==> src/rtl/button_event_gen_pkg.sv <==
// Shared definitions for the button event classifier: channel state
// encoding, event bit ordering used when packing into MMIO registers.
package button_event_gen_pkg;

    typedef enum logic [1:0] {
        IDLE  = 2'd0,
        SHORT = 2'd1,
        LONG  = 2'd2
    } state_t;

    // Bit positions of each event when a channel's pulses are packed together.
    typedef enum int {
        EV_PRESS   = 0,
        EV_RELEASE = 1,
        EV_LONG    = 2,
        EV_REPEAT  = 3
    } event_idx_t;

    localparam int NUM_EVENTS = 4;

    function automatic int max_int(input int a, input int b);
        return (a > b) ? a : b;
    endfunction

endpackage

==> src/rtl/button_event_channel.sv <==
// One button channel: edge detection, IDLE/SHORT/LONG hold FSM and
// registered one-cycle event pulses.
module button_event_channel
    import button_event_gen_pkg::*;
#(
    parameter int LONG_TICKS     = 1000,
    parameter int REPEAT_TICKS   = 200,
    parameter int HOLD_CNT_WIDTH = $clog2(max_int(LONG_TICKS, REPEAT_TICKS)) + 1
) (
    input  logic clk,
    input  logic rst,
    input  logic sig,
    input  logic tick,
    output logic press_pulse,
    output logic release_pulse,
    output logic long_pulse,
    output logic repeat_pulse,
    output logic held
);

    localparam logic [HOLD_CNT_WIDTH-1:0] LONG_LAST   = HOLD_CNT_WIDTH'(LONG_TICKS - 1);
    localparam logic [HOLD_CNT_WIDTH-1:0] REPEAT_LAST = HOLD_CNT_WIDTH'(REPEAT_TICKS - 1);
    localparam logic [HOLD_CNT_WIDTH-1:0] HOLD_ONE    = HOLD_CNT_WIDTH'(1);

    state_t                    state;
    state_t                    next_state;
    logic                      prev;
    logic [HOLD_CNT_WIDTH-1:0] hold_cnt;
    logic [HOLD_CNT_WIDTH-1:0] next_hold_cnt;
    logic [NUM_EVENTS-1:0]     events;
    logic [NUM_EVENTS-1:0]     next_events;
    logic                      held_q;
    logic                      rise;
    logic                      fall;

    assign rise = sig & ~prev;
    assign fall = ~sig & prev;

    // NOTE: sequential state uses non-blocking assignments so every register
    // samples the pre-edge values, independent of statement order.
    always_ff @(posedge clk) begin
        if (rst) begin
            state    <= IDLE;
            prev     <= 1'b0;
            hold_cnt <= '0;
            events   <= '0;
            held_q   <= 1'b0;
        end else begin
            state    <= next_state;
            prev     <= sig;
            hold_cnt <= next_hold_cnt;
            events   <= next_events;
            held_q   <= (next_state != IDLE);
        end
    end

    // A fall always takes priority over a coincident tick.
    always_comb begin
        // NOTE: defaults first so no path through the case leaves a latch.
        next_state    = state;
        next_hold_cnt = hold_cnt;
        unique case (state)
            IDLE: begin
                if (rise) begin
                    next_state    = SHORT;
                    next_hold_cnt = '0;
                end
            end
            SHORT: begin
                if (fall) begin
                    next_state    = IDLE;
                    next_hold_cnt = '0;
                end else if (tick) begin
                    if (hold_cnt == LONG_LAST) begin
                        next_state    = LONG;
                        next_hold_cnt = '0;
                    end else begin
                        next_hold_cnt = hold_cnt + HOLD_ONE;
                    end
                end
            end
            LONG: begin
                if (fall) begin
                    next_state    = IDLE;
                    next_hold_cnt = '0;
                end else if (tick) begin
                    if (hold_cnt == REPEAT_LAST) next_hold_cnt = '0;
                    else                         next_hold_cnt = hold_cnt + HOLD_ONE;
                end
            end
            default: begin
                next_state    = IDLE;
                next_hold_cnt = '0;
            end
        endcase
    end

    always_comb begin
        next_events = '0;
        unique case (state)
            IDLE: next_events[EV_PRESS] = rise;
            SHORT: begin
                if (fall)                               next_events[EV_RELEASE] = 1'b1;
                else if (tick && hold_cnt == LONG_LAST) next_events[EV_LONG]    = 1'b1;
            end
            LONG: begin
                if (fall)                                 next_events[EV_RELEASE] = 1'b1;
                else if (tick && hold_cnt == REPEAT_LAST) next_events[EV_REPEAT]  = 1'b1;
            end
            default: next_events = '0;
        endcase
    end

    assign press_pulse   = events[EV_PRESS];
    assign release_pulse = events[EV_RELEASE];
    assign long_pulse    = events[EV_LONG];
    assign repeat_pulse  = events[EV_REPEAT];
    assign held          = held_q;

endmodule

==> src/rtl/button_event_gen.sv <==
// Button event generator: shared hold-timing prescaler feeding WIDTH
// independent press/release/long/repeat channels.
module button_event_gen
    import button_event_gen_pkg::*;
#(
    parameter int WIDTH          = 1,
    parameter int TICK_CNT_MAX   = 62500,
    parameter int LONG_TICKS     = 1000,
    parameter int REPEAT_TICKS   = 200,
    parameter int TICK_CNT_WIDTH = $clog2(TICK_CNT_MAX),
    parameter int HOLD_CNT_WIDTH = $clog2(max_int(LONG_TICKS, REPEAT_TICKS)) + 1
) (
    input  logic             clk,
    input  logic             rst,
    input  logic [WIDTH-1:0] debounced_signal,
    output logic [WIDTH-1:0] press_pulse,
    output logic [WIDTH-1:0] release_pulse,
    output logic [WIDTH-1:0] long_pulse,
    output logic [WIDTH-1:0] repeat_pulse,
    output logic [WIDTH-1:0] held
);

    localparam logic [TICK_CNT_WIDTH-1:0] TICK_LAST = TICK_CNT_WIDTH'(TICK_CNT_MAX - 1);
    localparam logic [TICK_CNT_WIDTH-1:0] TICK_ONE  = TICK_CNT_WIDTH'(1);

    logic [TICK_CNT_WIDTH-1:0] tick_cnt;
    logic                      tick;

    assign tick = (tick_cnt == TICK_LAST);

    always_ff @(posedge clk) begin
        if (rst)       tick_cnt <= '0;
        else if (tick) tick_cnt <= '0;
        else           tick_cnt <= tick_cnt + TICK_ONE;
    end

    for (genvar i = 0; i < WIDTH; i++) begin : g_channel
        button_event_channel #(
            .LONG_TICKS     (LONG_TICKS),
            .REPEAT_TICKS   (REPEAT_TICKS),
            .HOLD_CNT_WIDTH (HOLD_CNT_WIDTH)
        ) u_channel (
            .clk           (clk),
            .rst           (rst),
            .sig           (debounced_signal[i]),
            .tick          (tick),
            .press_pulse   (press_pulse[i]),
            .release_pulse (release_pulse[i]),
            .long_pulse    (long_pulse[i]),
            .repeat_pulse  (repeat_pulse[i]),
            .held          (held[i])
        );
    end

endmodule

==> config.mk <==
export PLATFORM = sky130hd
export DESIGN_NAME = button_event_gen
export DESIGN_NICKNAME = d
export VERILOG_FILES = /design/src/rtl/button_event_gen_pkg.sv /design/src/rtl/button_event_channel.sv /design/src/rtl/button_event_gen.sv
export SDC_FILE = /design/constraint.sdc
export NUM_CORES = 1
export LEC_CHECK = 0
export CORE_UTILIZATION = 40
export CTS_CLUSTER_DIAMETER = 100
export DETAILED_ROUTE_END_ITERATION = 10
export HOLD_SLACK_MARGIN = 0.06
export SKIP_CTS_REPAIR_TIMING = 1
export SLEW_MARGIN = 10
export SYNTH_ARGS = -nofsm -noshare
export SYNTH_HDL_FRONTEND = slang
export SYNTH_SLANG_ARGS = --single-unit
==> constraint.sdc <==
create_clock -name clk -period 4.7 [get_ports clk]
set_input_delay 0.47 -clock clk [delete_from_list [all_inputs] [get_ports clk]]
set_output_delay 0.47 -clock clk [all_outputs]
set_load 0.01 [all_outputs]
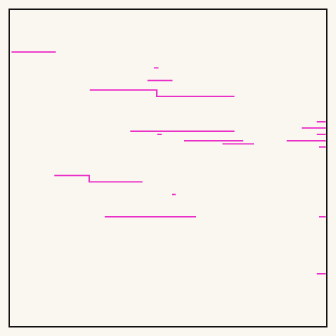
*M3 wires*
main direction: horizontal
longest straight run: 22.1 um
wire length on this layer: 148 um
share of all routed wire: 4.5%

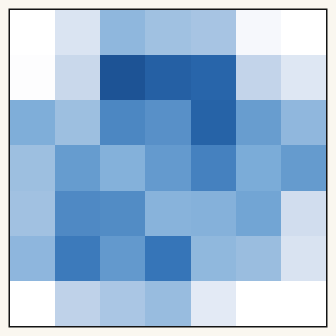
*Cell density map*
7 x 7 tiles, from white (low) to dark blue (high), 0 to 100% covered.
fullest tile: 86%
mean over tiles: 41%
emptiest ninth of the die: lower right
nearly empty tiles: 12%
tiles over 75% full: 8.2%

==> metrics.cfg <==
[status]
status=finished clean

[floorplanning]
die_h_um=67.8
rows=23

[timing]
fin_tns_setup_ns=0
slew_headroom_pct=43.0

[clock_network]
numCtsBuffers=5
clock.latency.late_pin_ns=0.29

[final_layout]
layout_top_cell=dfxtp_1
fin_util_pct=47.3
final-seq-area_um2=701
stdcell_area_um2=1930
largest_reg_flops=16
final_nets=206
seq_area_share_pct=36.2

[power_and_ir_drop]
powerClk_mw=0.238
clockPowerShare_pct=39.4
p_comb_mw=0.0568
powerDensity_nw_per_um2=313
pg_seq_mw=0.309
power_mw=0.604

[synth]
synth.largest_area_cell=dfxtp_1
ys_sh_mux_pct=0.577
yosysWarnings=0
yosys_most_used_dff=dfxtp_1

[placed_design]
io_buffers=7
routabilityCongestion=0.780
dp_slack_ns=1.96

[global_route]
grt_use_met2_pct=26.6
busiest_layer=met2

[routing]
wl_um=3300
dr_wl_met3_um=148

[critical_path]
worstSetupPathType=reg2reg
timing.rr.end=tick_cnt[3]

